**Run 1: I/O nets highlighted**

The bar under the picture is 20 um long.
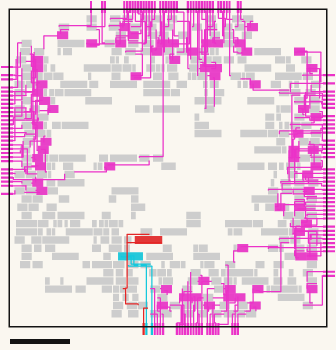
**Run 1: power grid**

The bar under the picture is 20 um long. Pins as bars on the die edge. Tap cells in gray.
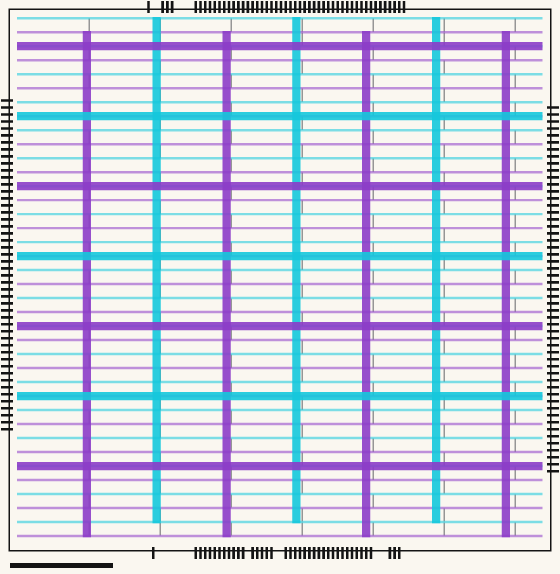
**Run 1: cell area per tile**

The bar under the picture is 20 um long. 10 x 10 tiles, from white (low) to dark blue (high), 0 to 100% covered.
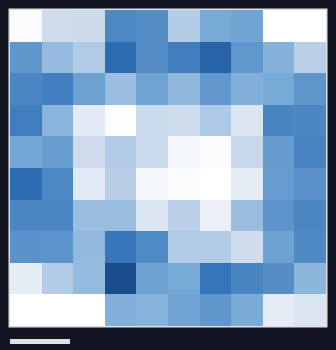
**Run 1: register map, names as in the netlist**

The bar under the picture is 20 um long. Other sequential cells in the stronger gray, the rest of the logic in the fainter gray.
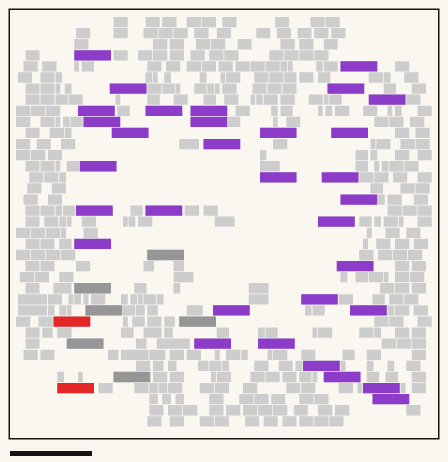
<file path="src/rtl/caxi4interconnect_dwc_upconv_rchan_mst_beat_mux_pkg.sv">
// Shared definitions for the DWC up-converter channels: AXI response codes
// and the slave/master width ratio and lane-index derivation.
package caxi4interconnect_dwc_upconv_rchan_mst_beat_mux_pkg;

  typedef enum logic [1:0] {
    RRESP_OKAY   = 2'b00,
    RRESP_EXOKAY = 2'b01,
    RRESP_SLVERR = 2'b10,
    RRESP_DECERR = 2'b11
  } rresp_e;

  function automatic int dwc_clog2(input int v);
    int r;
    r = 0;
    for (int i = 0; i < 31; i++)
      if ((1 << i) < v) r = i + 1;
    return r;
  endfunction

  function automatic int dwc_ratio(input int slv_w, input int mst_w);
    return slv_w / mst_w;
  endfunction

  // Width of a lane index; never below one bit so ports stay legal.
  function automatic int dwc_lane_w(input int ratio);
    return (dwc_clog2(ratio) < 1) ? 1 : dwc_clog2(ratio);
  endfunction

endpackage

</file>
<file path="src/rtl/caxi4interconnect_dwc_onehot2bin.sv">
// Active-low one-hot to binary encoder; 'none' flags an all-ones input.
module caxi4interconnect_dwc_onehot2bin #(
  parameter int N = 2,
  parameter int W = 1
) (
  input  logic [N-1:0] onehot_n,
  output logic [W-1:0] bin,
  output logic         none
);

  // OR-reduction encode: exact for a legal one-hot input.
  always_comb begin
    bin = '0;
    for (int i = 0; i < N; i++)
      if (!onehot_n[i]) bin = bin | W'(i);
  end

  assign none = &onehot_n;

endmodule

</file>
<file path="src/rtl/caxi4interconnect_dwc_upconv_rchan_mst_beat_mux.sv">
// Up-converter read path: picks the granted per-ID FIFO, splits each wide
// slave word into narrow master R beats and pops after the last lane.
module caxi4interconnect_dwc_upconv_rchan_mst_beat_mux
  import caxi4interconnect_dwc_upconv_rchan_mst_beat_mux_pkg::*;
#(
  parameter int ID_WIDTH       = 1,
  parameter int TOTAL_IDS      = 2**ID_WIDTH,
  parameter int MST_DATA_WIDTH = 32,
  parameter int SLV_DATA_WIDTH = 64,
  parameter int USER_WIDTH     = 1,
  localparam int RATIO  = dwc_ratio(SLV_DATA_WIDTH, MST_DATA_WIDTH),
  localparam int LANE_W = dwc_lane_w(RATIO)
) (
  input  logic                                ACLK,
  input  logic                                sysReset,
  input  logic [TOTAL_IDS-1:0]                grant_n,
  input  logic [TOTAL_IDS-1:0]                fifo_empty,
  input  logic [TOTAL_IDS*SLV_DATA_WIDTH-1:0] fifo_rdata,
  input  logic [TOTAL_IDS*LANE_W-1:0]         fifo_start,
  input  logic [TOTAL_IDS*LANE_W-1:0]         fifo_end,
  input  logic [TOTAL_IDS-1:0]                fifo_last,
  input  logic [TOTAL_IDS*2-1:0]              fifo_resp,
  input  logic [TOTAL_IDS*USER_WIDTH-1:0]     fifo_ruser,
  output logic [TOTAL_IDS-1:0]                fifo_rd_en,
  output logic [ID_WIDTH-1:0]                 MASTER_RID,
  output logic [MST_DATA_WIDTH-1:0]           MASTER_RDATA,
  output logic [1:0]                          MASTER_RRESP,
  output logic                                MASTER_RLAST,
  output logic [USER_WIDTH-1:0]               MASTER_RUSER,
  output logic                                MASTER_RVALID,
  input  logic                                MASTER_RREADY,
  output logic [TOTAL_IDS-1:0]                arb_ctrl
);

  logic [RATIO-1:0][MST_DATA_WIDTH-1:0] rdata_a [TOTAL_IDS];
  logic [LANE_W-1:0]     start_a [TOTAL_IDS];
  logic [LANE_W-1:0]     end_a   [TOTAL_IDS];
  logic [1:0]            resp_a  [TOTAL_IDS];
  logic [USER_WIDTH-1:0] ruser_a [TOTAL_IDS];

  for (genvar g = 0; g < TOTAL_IDS; g++) begin : g_unpack
    assign rdata_a[g] = fifo_rdata[g*SLV_DATA_WIDTH +: SLV_DATA_WIDTH];
    assign start_a[g] = fifo_start[g*LANE_W +: LANE_W];
    assign end_a[g]   = fifo_end[g*LANE_W +: LANE_W];
    assign resp_a[g]  = fifo_resp[g*2 +: 2];
    assign ruser_a[g] = fifo_ruser[g*USER_WIDTH +: USER_WIDTH];
  end

  logic [ID_WIDTH-1:0] sel_id;
  logic                no_gnt;

  caxi4interconnect_dwc_onehot2bin #(.N(TOTAL_IDS), .W(ID_WIDTH)) u_gnt_enc (
    .onehot_n (grant_n),
    .bin      (sel_id),
    .none     (no_gnt)
  );

  logic [ID_WIDTH-1:0]       rid_q,   rid_d;
  logic [MST_DATA_WIDTH-1:0] rdata_q, rdata_d;
  logic [1:0]                rresp_q, rresp_d;
  logic                      rlast_q, rlast_d;
  logic [USER_WIDTH-1:0]     ruser_q, ruser_d;
  logic                      rvalid_q, rvalid_d;
  logic [LANE_W-1:0]         lane_ptr_q, lane_ptr_d;
  logic                      ptr_vld_q, ptr_vld_d;

  logic              src_av, load, word_done;
  logic [LANE_W-1:0] cur_lane;

  always_comb begin
    src_av    = ~no_gnt & ~fifo_empty[sel_id];
    // Mid-word the lane pointer owns the position; a fresh word starts at
    // its own start lane, which may sit above its end lane for wraps.
    cur_lane  = ptr_vld_q ? lane_ptr_q : start_a[sel_id];
    word_done = (cur_lane == end_a[sel_id]);
    load      = src_av & (~rvalid_q | MASTER_RREADY);

    rid_d      = rid_q;
    rdata_d    = rdata_q;
    rresp_d    = rresp_q;
    rlast_d    = rlast_q;
    ruser_d    = ruser_q;
    rvalid_d   = rvalid_q;
    lane_ptr_d = lane_ptr_q;
    ptr_vld_d  = ptr_vld_q;
    fifo_rd_en = '0;

    if (load) begin
      rid_d    = sel_id;
      rdata_d  = rdata_a[sel_id][cur_lane];
      rresp_d  = resp_a[sel_id];
      ruser_d  = ruser_a[sel_id];
      rlast_d  = fifo_last[sel_id] & word_done;
      rvalid_d = 1'b1;
      if (word_done) begin
        fifo_rd_en[sel_id] = 1'b1;
        ptr_vld_d          = 1'b0;
      end else begin
        lane_ptr_d = LANE_W'(cur_lane + 1'b1);
        ptr_vld_d  = 1'b1;
      end
    end else if (rvalid_q & MASTER_RREADY) begin
      rvalid_d = 1'b0;
    end
  end

  always_ff @(posedge ACLK or negedge sysReset) begin
    if (!sysReset) begin
      rid_q      <= '0;
      rdata_q    <= '0;
      rresp_q    <= RRESP_OKAY;
      rlast_q    <= 1'b0;
      ruser_q    <= '0;
      rvalid_q   <= 1'b0;
      lane_ptr_q <= '0;
      ptr_vld_q  <= 1'b0;
    end else begin
      rid_q      <= rid_d;
      rdata_q    <= rdata_d;
      rresp_q    <= rresp_d;
      rlast_q    <= rlast_d;
      ruser_q    <= ruser_d;
      rvalid_q   <= rvalid_d;
      lane_ptr_q <= lane_ptr_d;
      ptr_vld_q  <= ptr_vld_d;
    end
  end

  // The arbiter holds an ID until its beat drains; this is its feedback.
  always_comb begin
    arb_ctrl = '0;
    if (rvalid_q) arb_ctrl[rid_q] = 1'b1;
  end

  assign MASTER_RID    = rid_q;
  assign MASTER_RDATA  = rdata_q;
  assign MASTER_RRESP  = rresp_q;
  assign MASTER_RLAST  = rlast_q;
  assign MASTER_RUSER  = ruser_q;
  assign MASTER_RVALID = rvalid_q;

  a_gnt_onehot: assert property (@(posedge ACLK) disable iff (!sysReset)
    $onehot0(~grant_n));
  a_gnt_stable: assert property (@(posedge ACLK) disable iff (!sysReset)
    ptr_vld_q |-> (grant_n == $past(grant_n)));
  a_pop_nonempty: assert property (@(posedge ACLK) disable iff (!sysReset)
    (fifo_rd_en & fifo_empty) == '0);

endmodule

</file>
<file path="config.mk">
export PLATFORM = sky130hd
export DESIGN_NAME = caxi4interconnect_dwc_upconv_rchan_mst_beat_mux
export DESIGN_NICKNAME = d
export VERILOG_FILES = /design/src/rtl/caxi4interconnect_dwc_upconv_rchan_mst_beat_mux_pkg.sv /design/src/rtl/caxi4interconnect_dwc_onehot2bin.sv /design/src/rtl/caxi4interconnect_dwc_upconv_rchan_mst_beat_mux.sv
export SDC_FILE = /design/constraint.sdc
export NUM_CORES = 1
export LEC_CHECK = 0
export CAP_MARGIN = 20
export CORE_UTILIZATION = 25
export CTS_CLUSTER_DIAMETER = 50
export DETAILED_ROUTE_END_ITERATION = 10
export GPL_ROUTABILITY_DRIVEN = 0
export PLACE_DENSITY = 0.69
export SYNTH_ARGS = -nofsm -noshare
export SYNTH_HDL_FRONTEND = slang
export SYNTH_HIERARCHICAL = 1
export SYNTH_SLANG_ARGS = --single-unit
</file>
<file path="constraint.sdc">
create_clock -name ACLK -period 4.5 [get_ports ACLK]
set_clock_uncertainty 0.15 [all_clocks]
set_input_delay 0.9 -clock ACLK [delete_from_list [all_inputs] [get_ports ACLK]]
set_output_delay 0.9 -clock ACLK [all_outputs]
set_load 0.05 [all_outputs]
</file>
==> run_results.csv, run 1 <==
group,metric,value,unit
run_status,status,"finished, final reports clean",
clock_network,cts_buffer_depth,2,
worst_setup_path,path_class,"in2out",
yosys,postSynthAreaPerCell,10.0,um2
yosys,ys_types,28,
sta,clock.fmax,261,MHz
worst_setup_path,cp_num_cells,7,
routing,drt_iter0_markers,57,
worst_setup_path,critPathSlowestCell,"clkdlybuf4s50_1",
global_route,grt_max_degree,74,
power_and_ir_drop,share_seq_of_total_power,26.4,%
cells_and_area,syn2layout_area_growth,78.1,%
yosys,ys_cells,264,
routing,drtAntennaViolNets,0,
power_and_ir_drop,p_leak,2.06,nW
power_and_ir_drop,seq-power,0.000577,W
worst_setup_path,critPathCaptureType,"output port",
min_path,holdPathEnd,"MASTER_RRESP[1]$_DFFE_PN0P_",
placed_design,place_ws,0.665,ns
sta,maxSlewHeadroom,38.9,%
die,dieArea,11000,um2
clock_network,cts_resized,0,
worst_setup_path,worst_ep_arrival_time,2.78,ns
yosys,mux_area_share,27.8,%
power_and_ir_drop,p_comb,0.00136,W
power_and_ir_drop,powerDensity,463,nW/um2
clock_network,clkTransAtPathRegs,0.08,ns
cells_and_area,layout.nets,588,
routing,drt_pre_antenna_iters,4,
power_and_ir_drop,intPower,0.00115,W
worst_setup_path,rr_worst_depth,4,
power_and_ir_drop,power-top-group,"combinational logic",
global_route,grt-ovfl-total,0,
yosys,ys_sh_xor,0.992,%
yosys,synth_cells,264,
power_and_ir_drop,p_clk,0.000249,W
yosys,fp_nets,411,
yosys,ys.flops,40,
yosys,top_logic_kind,"multiplexers",
yosys,area_leaders,"dfrtp_1 38%, mux2i_1 26%, a22o_1 11%",
yosys,synth-edff-count,0,
sta,fin_tns_setup,0,ns
power_and_ir_drop,pwr-share-comb,62.2,%
worst_setup_path,r2r-end,"MASTER_RDATA[3]$_DFFE_PN0P_",
worst_setup_path,rrSetupSlack,2.45,ns
yosys,synth_area,2650,um2
yosys,synth_warnings,6,
clock_network,clk_latency,0.29,ns
About 'I/O nets highlighted':
| color | port | direction | edge | end cells | buffers | wire |
|---|---|---|---|---|---|---|
| cyan | fifo_end | input | bottom | 1 | 2 | 68.1 um |
| magenta | fifo_rdata | input | 39 top, 39 right, 28 left, 22 bottom | 64 | 128 | 2270 um |
| red | MASTER_RID | output | bottom | 1 | 1 | 54.8 um |
number of port buffers: 188
total I/O pin count: 189

About 'power grid':
| color | net |
|---|---|
| purple | VSS |
| cyan | VDD |
met4 straps: 7
met5 straps: 7
met1 rails: 38
rows: 37
signal pins: 189
DIE WIDTH: 105 um
VDD IR max: 303 uV
Core ar.: 10300 um2

About 'cell area per tile':
fullest tile: 89%
emptiest ninth of the die: center
mean over tiles: 41%
nearly empty tiles: 8.0%
tiles over 75% full: 4.0%
post-layout util: 45.9%
Pre-Place Util: 25.8%

About 'register map, names as in the netlist':
| color | name in the netlist | sequential cells |
|---|---|---|
| red | MASTER_RRESP | 2 |
| purple | MASTER_RDATA | 32 |
Seq/total area: 21.2%
Register Area: 1000 um2

run 1: final cells by class:
type	instances	area share, %
Clock buffer	6	1.75
Inverter	2	0.212
Timing Repair Buffer	194	41.1
Tap cell	136	3.61
Multi-Input combinational cell	198	31.9
Clock inverter	2	0.212
Sequential cell	40	21.2
run 1: layout by cell type, fill, tap and decap left out, types with 3 or more instances in the layout:
cell type / instances
dfrtp_1: 40
clkbuf_8: 6
a21oi_1: 33
o21ai_0: 5
nor2b_1: 3
mux2i_1: 69
a22o_1: 32
clkdlybuf4s50_1: 185
buf_4: 6
nand2_1: 36
xnor2_1: 3
run 1: metrics by stage:
step	hold slack, ns	util, %
finish	0.334	45.9
global route	0.373	45.9
CTS	0.342	45.9
detailed placement	0.322	45.0
global placement	0.315	45.0
floorplan	0.379	-
run 1: registers in the layout (all words and copies together), names as in the netlist:
signal and flops:
MASTER_RRESP 2, lane_ptr_q 1, MASTER_RDATA 32, MASTER_RUSER 1, ptr_vld_q 1, MASTER_RLAST 1, MASTER_RVALID 1, MASTER_RID 1
run 1: worst max path at each step:
stage,from,endpoint,slack [ns]
final,grant_n[1],fifo_rd_en[1],0.67
after global routing,grant_n[1],fifo_rd_en[1],0.56
after CTS,grant_n[1],fifo_rd_en[1],0.64
after detailed placement,grant_n[1],fifo_rd_en[1],0.67
after global placement,grant_n[1],fifo_rd_en[1],0.74
after floorplan,grant_n[0],fifo_rd_en[1],0.48
run 1: routing by layer:
layer / wire length, um / vias to the layer above / GRT usage (%)
met5: 0 / - / 0
met1: 3430 / 1289 / 16.7
met3: 717 / 9 / 4.93
li1: - / 1322 / -
met4: 81 / 0 / 3.52
met2: 4240 / 120 / 28.0
**Run 1: placed standard cells**

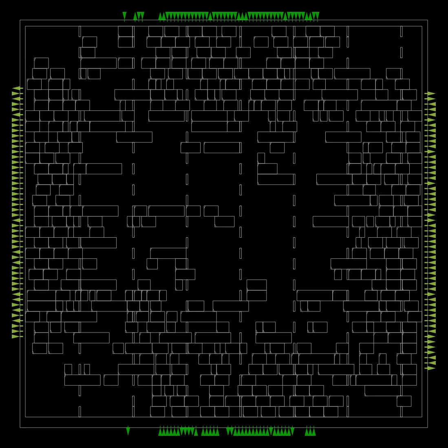

==> run 2, diff against run 1 <==
Settings changed: CTS_BUF_LIST set to sky130_fd_sc_hd__clkbuf_4.
**Run 2: placed standard cells**

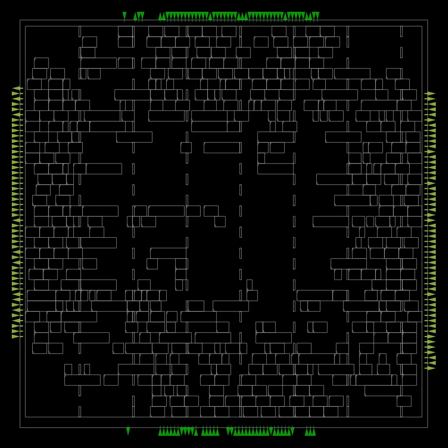
row count: 37
fillers: 1013

**Run 2: register map, names as in the netlist**

The bar under the picture is 20 um long. Other sequential cells in the stronger gray, the rest of the logic in the fainter gray.
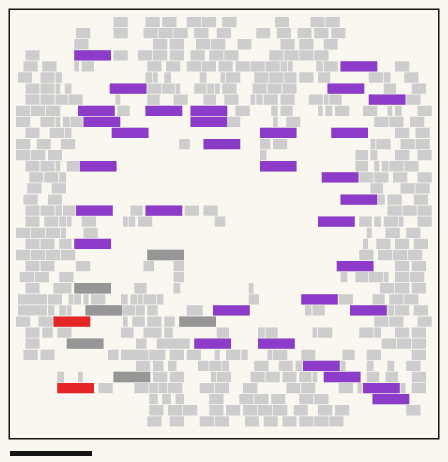
post-layout util: 45.5%
Seq/total area: 21.4%

==> run 2 against run 1 <==
Net effect: register-to-register slack barely moved; synthesized cell count stayed put; clock power shrank 29%; cell count unchanged; critical path depth did not move; non-clock buffer count did not move; die area unchanged; worst hold slack improved by 0.010 ns; via count decreased by 0.29%; clock-buffer cell count down 1.
==> run_results.csv, run 2 <==
group,metric,value,unit
run_status,status,"finished, final reports clean",
power_and_ir_drop,seq-power,0.000576,W
cells_and_area,syn2layout_area_growth,76.5,%
die,core,10300,um2
power_and_ir_drop,intPower,0.00108,W
yosys,synth_area,2650,um2
routing,drt_iter0_markers,51,
yosys,synth_top_area_share,37.8,%
sta,min_period,3.83,ns
sta,fin_tns_setup,0,ns
sta,hold_viol_final,0,
yosys,synthArstFlopShare,100,%
yosys,synth_warnings,6,
yosys,ys_seq_share,37.8,%
placed_design,place_ws,0.665,ns
sta,hold_slack,0.344,ns
power_and_ir_drop,totalPowerFinal,0.00211,W
power_and_ir_drop,share_seq_of_total_power,27.3,%
cells_and_area,design_area,4680,um2
worst_setup_path,cpPeakStageDelay,0.46,ns
yosys,synth_top_flop_cell,"dfrtp_1",
die,boundaryPins,189,
placed_design,port-buffer-count,188,
yosys,synth.most_common_cell,"mux2i_1",
flow_run,cap_violations,0,
power_and_ir_drop,pwr-share-comb,64.3,%
power_and_ir_drop,powerDensity,452,nW/um2
global_route,grt_usage,15.1,%
cells_and_area,largest_reg_flops,32,
clock_network,clkTransAtPathRegs,0.12,ns
sta,clock.fmax,261,MHz
worst_setup_path,cp_max_fo,7,
routing,via_count,2732,
die,fp_util,25.8,%
yosys,ys.flops,40,
clock_network,cts_root_buffer,"clkbuf_4",
sta,rsz0062_at_grt,"false",
routing,drt_wl_total,8.47,mm
global_route,grt-ovfl-total,0,
routing,drc,0,
cells_and_area,diodes,0,
yosys,fp_nets,411,
power_and_ir_drop,p_clk,0.000178,W
yosys,ys_cells,264,
power_and_ir_drop,p_leak,2.04,nW
global_route,grt_pass1_wl,13.5,mm
worst_setup_path,crit_required,3.45,ns
power_and_ir_drop,peakVddDrop,303,uV
global_route,grt_pass1_vias,2852,
cells_and_area,layout.cells.non_filler,578,
routing,drtAntennaViolNets,0,
power_and_ir_drop,switching_share,48.8,%
yosys,netlist.top_cell.by_area,"dfrtp_1",
cells_and_area,lay_top_count,"clkdlybuf4s50_1",
worst_setup_path,critPathCaptureType,"output port",
cells_and_area,layout-drive-gt1-share,5.66,%
flow_run,warnings,26,
yosys,ys_types,28,
clock_network,cts_resized,0,
yosys,synth-edff-count,0,
clock_network,cts_buffers,5,
die,dieWidth,105,um
sta,setup_ws,0.673,ns
power_and_ir_drop,pwr-share-clk,8.4,%
yosys,postSynthAreaPerCell,10.0,um2
worst_setup_path,crit_family,"buffers and inverters",
power_and_ir_drop,p_comb,0.00136,W
clock_network,clk_latency,0.34,ns
die,dieArea,11000,um2
cells_and_area,most-common-layout-cells,"185 x clkdlybuf4s50_1, 69 x mux2i_1, 40 x dfrtp_1",
yosys,synth_cells,264,
worst_setup_path,worst_ep_arrival_time,2.78,ns
sta,maxSlewHeadroom,39.0,%
power_and_ir_drop,power-top-group,"combinational logic",
routing,wl_per_cell,14.7,um
global_route,grt_max_degree,74,
yosys,area_leaders,"dfrtp_1 38%, mux2i_1 26%, a22o_1 11%",
sta,finalMaxSlewViolations,0,
sta,tightest_slew,0.915,ns
cells_and_area,layout.nets,588,
routing,drt_pre_antenna_iters,4,
worst_setup_path,path_class,"in2out",
worst_setup_path,path_buffers,3,
worst_setup_path,critPathSlowestCell,"clkdlybuf4s50_1",
clock_network,cts_buffer_depth,2,
clock_network,tritoncts,"yes",
die,die_h,105,um
==> run 2: final timing paths <==
path / start / end / slack [ns] / cells after the start
setup / recovery: grant_n[1] / fifo_rd_en[1] / 0.67 / 7
hold / removal: MASTER_RRESP[1]$_DFFE_PN0P_ / MASTER_RRESP[1]$_DFFE_PN0P_ / 0.34 / 2
setup reg to reg: MASTER_RVALID$_DFFE_PN0P_ / MASTER_RDATA[3]$_DFFE_PN0P_ / 2.45 / 4
hold reg to reg: MASTER_RRESP[1]$_DFFE_PN0P_ / MASTER_RRESP[1]$_DFFE_PN0P_ / 0.34 / 2
max in group asynchronous: sysReset / MASTER_RDATA[4]$_DFFE_PN0P_ / 3.11 / 1
min in group asynchronous: sysReset / MASTER_RDATA[13]$_DFFE_PN0P_ / 0.53 / 1
==> run 2: area by class of cell <==
cell class	count	area [um2]	share of cell area (%)
Clock inverter	3	13.8	0.294
Inverter	2	10.0	0.214
Multi-Input combinational cell	198	1500	32.1
Sequential cell	40	1000	21.4
Timing Repair Buffer	194	1940	41.5
Tap cell	136	170	3.64
Clock buffer	5	37.5	0.802
==> run 2: logic make-up (layout without fill, tap and decap cells) <==
logic type | Yosys count | count (layout) | synth area share, %
xor+xnor | 3 | 3 | 0.992
simple gates | 46 | 46 | 7.37
flops | 40 | 40 | 37.8
compound gates | 77 | 77 | 20.3
buf+inv | 26 | 204 | 5.81
mux | 72 | 72 | 27.8
==> run 2: layer usage <==
layer	GRT usage, %	routed length, um	vias to the layer above
met2	28.1	4250	114
met3	4.68	708	9
met1	16.6	3430	1288
met5	0	0	-
li1	-	-	1321
met4	3.82	91	0
==> run 2: tightest hold or removal path: cells and delay by family (launching register included) <==
family	cells	cell delay [ns]
simple gates	1	0.05
compound gates	1	0.06
flops	1	0.36
Power figures rest on the tool's default switching activity, not on a simulated workload.
